$ cat config.mk
export PLATFORM = sky130hd
export DESIGN_NAME = dz_count_ctrl
export DESIGN_NICKNAME = d
export VERILOG_FILES = /design/src/rtl/dz_pkg.sv /design/src/rtl/dz_tick_div.sv /design/src/rtl/dz_count_ctrl.sv
export SDC_FILE = /design/constraint.sdc
export NUM_CORES = 1
export LEC_CHECK = 0
export CORE_MARGIN = 3
export CORE_UTILIZATION = 55
export CTS_BUF_LIST = sky130_fd_sc_hd__clkbuf_4 sky130_fd_sc_hd__clkbuf_8
export DETAILED_ROUTE_END_ITERATION = 8
export PLACE_DENSITY = 0.81
export REMOVE_ABC_BUFFERS = 1
export SKIP_CTS_REPAIR_TIMING = 1
export SLEW_MARGIN = 20
export SYNTH_ARGS = -nofsm -noshare
export SYNTH_HDL_FRONTEND = slang
export SYNTH_SLANG_ARGS = --single-unit
$ cat constraint.sdc
create_clock -name clk -period 2.91 [get_ports clk]
set_clock_uncertainty 0.05 [all_clocks]
set_input_delay 0.4365 -clock clk [delete_from_list [all_inputs] [get_ports clk]]
set_output_delay 0.4365 -clock clk [all_outputs]
set_load 0.02 [all_outputs]
$ cat src/rtl/dz_pkg.sv
// Shared types and sizes for the dot-matrix countdown controller.
package dz_pkg;

  typedef enum logic [1:0] {
    DZ_IDLE  = 2'd0,
    DZ_RUN   = 2'd1,
    DZ_PAUSE = 2'd2,
    DZ_DONE  = 2'd3
  } dz_state_t;

  localparam int DZ_ROWS  = 8;
  localparam int DZ_NUM_W = 3;
  localparam int DZ_ROW_W = $clog2(DZ_ROWS);

endpackage

$ cat src/rtl/dz_tick_div.sv
// Terminal-count divider: counts 0..DIV-1 while i_run is high and flags the
// last count (o_tick) and the half-period count (o_half) combinationally.
module dz_tick_div #(
  parameter int DIV = 4
) (
  input  logic clk,
  input  logic rst,
  input  logic i_run,
  input  logic i_clr,
  output logic o_tick,
  output logic o_half
);

  localparam int W = (DIV > 1) ? $clog2(DIV) : 1;
  localparam logic [W-1:0] LAST = W'(DIV - 1);
  localparam logic [W-1:0] HALF = W'(DIV / 2 - 1);

  logic [W-1:0] r_cnt;

  // Clear wins over counting so a coincident command can cancel a wrap.
  always_ff @(posedge clk or negedge rst) begin
    if (!rst) begin
      r_cnt <= '0;
    end else if (i_clr) begin
      r_cnt <= '0;
    end else if (i_run) begin
      r_cnt <= (r_cnt == LAST) ? '0 : r_cnt + 1'b1;
    end
  end

  assign o_tick = i_run && (r_cnt == LAST);
  assign o_half = i_run && (r_cnt == HALF);

endmodule

$ cat src/rtl/dz_count_ctrl.sv
// Row-scan generator and countdown FSM feeding the 8x8 dot-matrix renderer.
module dz_count_ctrl
  import dz_pkg::*;
#(
  parameter int SCAN_DIV  = 1000,
  parameter int SEC_DIV   = 50_000_000,
  parameter int START_VAL = 5
) (
  input  logic                clk,
  input  logic                rst,
  input  logic                start,
  input  logic                pause,
  input  logic                clear,
  output logic [DZ_NUM_W-1:0] num,
  output logic [DZ_ROW_W-1:0] row_idx,
  output logic [DZ_ROWS-1:0]  row,
  output logic                blank,
  output logic                done,
  output dz_state_t           state
);

  generate
    if (START_VAL < 1 || START_VAL > 7) begin : g_bad_start_val
      $error("dz_count_ctrl: START_VAL must be in 1..7");
    end
    if (SCAN_DIV < 2) begin : g_bad_scan_div
      $error("dz_count_ctrl: SCAN_DIV must be at least 2");
    end
    if (SEC_DIV < 2 || (SEC_DIV % 2) != 0) begin : g_bad_sec_div
      $error("dz_count_ctrl: SEC_DIV must be even and at least 2");
    end
  endgenerate

  localparam logic [DZ_NUM_W-1:0] START_NUM = DZ_NUM_W'(START_VAL);
  localparam logic [DZ_ROWS-1:0]  ROW_ONE   = DZ_ROWS'(1);

  logic                w_scan_tick;
  logic                w_scan_half_unused;
  logic [DZ_ROW_W-1:0] w_row_idx_nxt;
  logic [DZ_ROW_W-1:0] r_row_idx;
  logic [DZ_ROWS-1:0]  r_row;

  dz_tick_div #(.DIV(SCAN_DIV)) u_scan_div (
    .clk    (clk),
    .rst    (rst),
    .i_run  (1'b1),
    .i_clr  (1'b0),
    .o_tick (w_scan_tick),
    .o_half (w_scan_half_unused)
  );

  assign w_row_idx_nxt = r_row_idx + 1'b1;

  always_ff @(posedge clk or negedge rst) begin
    if (!rst) begin
      r_row_idx <= '0;
      r_row     <= ~ROW_ONE;
    end else if (w_scan_tick) begin
      r_row_idx <= w_row_idx_nxt;
      r_row     <= ~(ROW_ONE << w_row_idx_nxt);
    end
  end

  dz_state_t           r_state;
  dz_state_t           w_state_nxt;
  logic [DZ_NUM_W-1:0] r_num;
  logic [DZ_NUM_W-1:0] w_num_nxt;
  logic                r_blank;
  logic                w_blank_nxt;
  logic                r_done;
  logic                w_step_run;
  logic                w_step_clr;
  logic                w_step_tick;
  logic                w_step_half;

  assign w_step_run = (r_state == DZ_RUN) || (r_state == DZ_DONE);

  dz_tick_div #(.DIV(SEC_DIV)) u_step_div (
    .clk    (clk),
    .rst    (rst),
    .i_run  (w_step_run),
    .i_clr  (w_step_clr),
    .o_tick (w_step_tick),
    .o_half (w_step_half)
  );

  always_ff @(posedge clk or negedge rst) begin
    if (!rst) begin
      r_state <= DZ_IDLE;
      r_num   <= START_NUM;
      r_blank <= 1'b0;
      r_done  <= 1'b0;
    end else begin
      r_state <= w_state_nxt;
      r_num   <= w_num_nxt;
      r_blank <= w_blank_nxt;
      r_done  <= (w_state_nxt == DZ_DONE);
    end
  end

  // Priority clear > start > pause; in RUN a coincident start masks pause.
  always_comb begin
    w_state_nxt = r_state;
    w_num_nxt   = r_num;
    w_blank_nxt = r_blank;
    w_step_clr  = 1'b0;
    if (clear) begin
      w_state_nxt = DZ_IDLE;
      w_num_nxt   = START_NUM;
      w_blank_nxt = 1'b0;
      w_step_clr  = 1'b1;
    end else begin
      case (r_state)
        DZ_IDLE: begin
          if (start) begin
            w_state_nxt = DZ_RUN;
          end
        end
        DZ_RUN: begin
          if (w_step_tick) begin
            w_num_nxt = r_num - 1'b1;
          end
          if (w_step_tick && (r_num <= DZ_NUM_W'(1))) begin
            w_num_nxt   = '0;
            w_state_nxt = DZ_DONE;
          end else if (pause && !start) begin
            w_state_nxt = DZ_PAUSE;
          end
        end
        DZ_PAUSE: begin
          if (start || pause) begin
            w_state_nxt = DZ_RUN;
          end
        end
        DZ_DONE: begin
          if (start) begin
            w_state_nxt = DZ_RUN;
            w_num_nxt   = START_NUM;
            w_blank_nxt = 1'b0;
            w_step_clr  = 1'b1;
          end else if (w_step_tick || w_step_half) begin
            w_blank_nxt = ~r_blank;
          end
        end
        default: begin
          w_state_nxt = DZ_IDLE;
        end
      endcase
    end
  end

  assign num     = r_num;
  assign row_idx = r_row_idx;
  assign row     = r_row;
  assign blank   = r_blank;
  assign done    = r_done;
  assign state   = r_state;

endmodule
==> results.py <==
# Flow results
metrics = {
    "timing": {
        "rsz0062_at_grt": "false",
        "setup_tns_ns": 0,
        "period_used_share": 0.869,
        "hold_slack_ns": 0.0460,
        "timing.final.hold_violations": 0,
    },
    "synth": {
        "syn-cell-area_sq_mm": 0.00285,
        "yosys.cell_types.count": 46,
        "top_cell_area_share": 0.396,
        "yosys.cell_count.top_type": "sky130_fd_sc_hd__nor2_1",
        "number_of_enable_flip_flop_cells": 0,
        "ys_cells": 295,
        "synth.area.top_cells": "sky130_fd_sc_hd__dfrtp_1 40%, sky130_fd_sc_hd__dfstp_2 8.3%, sky130_fd_sc_hd__nor2_1 7.1%, sky130_fd_sc_hd__xor2_1 5.8%, sky130_fd_sc_hd__ha_1 5.3%",
        "netlist_top_cells_count": "54 x sky130_fd_sc_hd__nor2_1, 45 x sky130_fd_sc_hd__dfrtp_1, 25 x sky130_fd_sc_hd__nand2_1",
        "synthSimpleGateAreaFrac": 0.249,
        "post_synth_inst_count": 295,
    },
    "critical_path": {
        "r2r_slack_ns": 0.38,
        "critical_path.reg2reg.endpoint": "u_step_div.r_cnt[20]",
        "crit_type": "reg2reg",
        "path_max_fanout": 23,
        "crit_cells": 7,
        "setup.worst_path.start_class": "register",
    },
    "clocking": {
        "clk_transition_reported_paths_ns": 0.09,
        "clock-sinks": 54,
        "worstSkewPairLatency_ns": 0.30,
        "clockRootBuffer": "sky130_fd_sc_hd__clkbuf_8",
        "max-clock-path-buffers": 2,
    },
    "final_layout": {
        "largest_reg_flops": 26,
        "top_register": "u_step_div.r_cnt",
        "largest_cell_class": "multi-input combinational cells",
        "nonClkBufAreaFrac": 0.0799,
        "diodes": 0,
        "flops": 54,
        "nMultiInputCombCells": 224,
        "nNonClkInverters": 9,
        "finalInstanceArea_sq_mm": 0.00326,
    },
    "routing": {
        "detail_route.wl_per_cell_um": 14.7,
        "finalWirelength_um": 5730,
        "dr_wl_met2_um": 2770,
    },
    "floorplan": {
        "dieArea_sq_mm": 0.00607,
        "well_tap_count": 67,
    },
    "place": {
        "dp.final_hpwl_um": 4220,
        "total_placed_cells_including_tap_cells": 382,
        "routabilityCongestion": 0.878,
    },
    "global_routing": {
        "grtUsageTotal": 0.200,
        "grt_use_met3": 0.0383,
        "wire_length_of_the_first_global_routing_pass_um": 9960,
        "global_route.usage.met2": 0.330,
        "globalRouteMet1Util": 0.273,
    },
    "outcome": {
        "outcome": "complete, no violations",
    },
    "pwr": {
        "total_leakage_power_uw": 0.00141,
    },
    "flow_run": {
        "openroad.warnings": 32,
    },
}
## placed cells by master, fill, tap and decap left out, drive strengths merged, types with 3 or more instances in the layout
master         Yosys  routed
nor2b              3       3
ha                12      12
inv                9       9
nand4             13      13
nor2              54      54
dfstp              9       9
xnor2             11      11
dfrtp             45      45
xor2              19      19
clkdlybuf4s50      0      21
clkbuf             6       6
nand3             10      10
and4               3       3
a21oi              6       6
o21ai              8       8
a21o               4       4
nor3               9       9
nor4               5       5
a31oi              9       9
buf                2       7
and3               4       4
nand2             25      25
## report_power, final
part	leakage, uW	internal [uW]	switching, uW
combinational	0.000650	34.1	63.2
sequential	0.000704	760	12.5
clock	0.0000514	196	240
total	0.00141	990	315
Gate-type map:
Scale: 6 px per um.
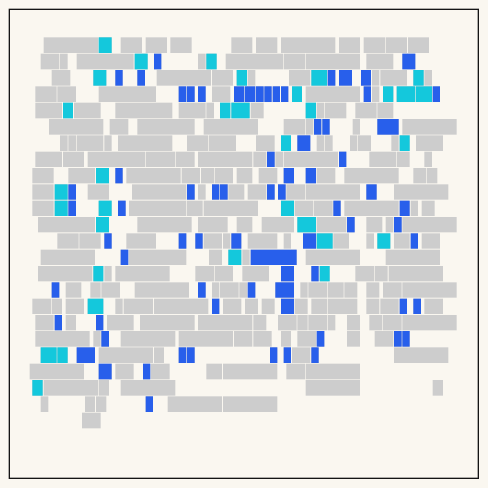
legend:
  nor cells:
    colour: blue
    cells: 73
    most_used: nor2_1
  aoi and oai cells:
    colour: cyan
    cells: 33
    most_used: a31oi_1
combinational share of cell area: 0.435
most common cell after layout, fill and taps aside: sky130_fd_sc_hd__nor2_1
post-layout instance count excluding filler cells: 390

Cell area per tile:
Scale: 4 px per um. 8 x 8 tiles, from dark purple (low) to yellow (high), 0 to 100% covered.
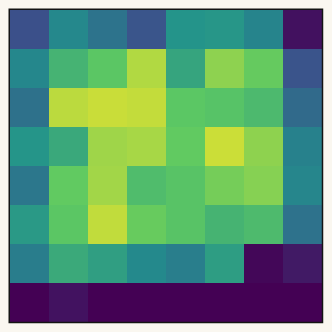
densest ninth of the die: middle
nearly empty tiles: 13%
tiles over 75% full: 27%
mean over tiles: 52%
core box area: 0.00485 sq mm
starting density of the core: 0.587
end-of-flow core utilization: 0.672

Sequential cells grouped by signal name:
Scale: 4 px per um.
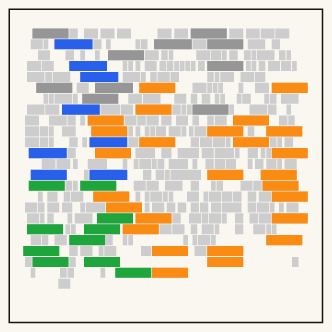
legend:
  row:
    colour: blue
    placed_flops: 8
  u_scan_div.r_cnt:
    colour: green
    placed_flops: 10
    where: bottom left
  u_step_div.r_cnt:
    colour: orange
    placed_flops: 26
sequential cell area in the final layout: 0.00136 sq mm
Seq area share: 0.418

Wires at chosen ports, followed through buffers:
Scale: 4 px per um.
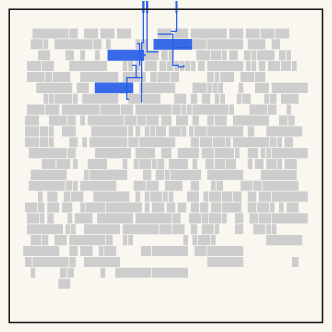
legend:
  num:
    colour: blue
    bits: 3
    direction: output
    edge: top
    end_cells: 3
    buffers: 3
    wire: 84.2 um
I/O pin cnt: 23
number of buffers inserted by port buffering: 22

Power is estimated from default activity; no workload was simulated.
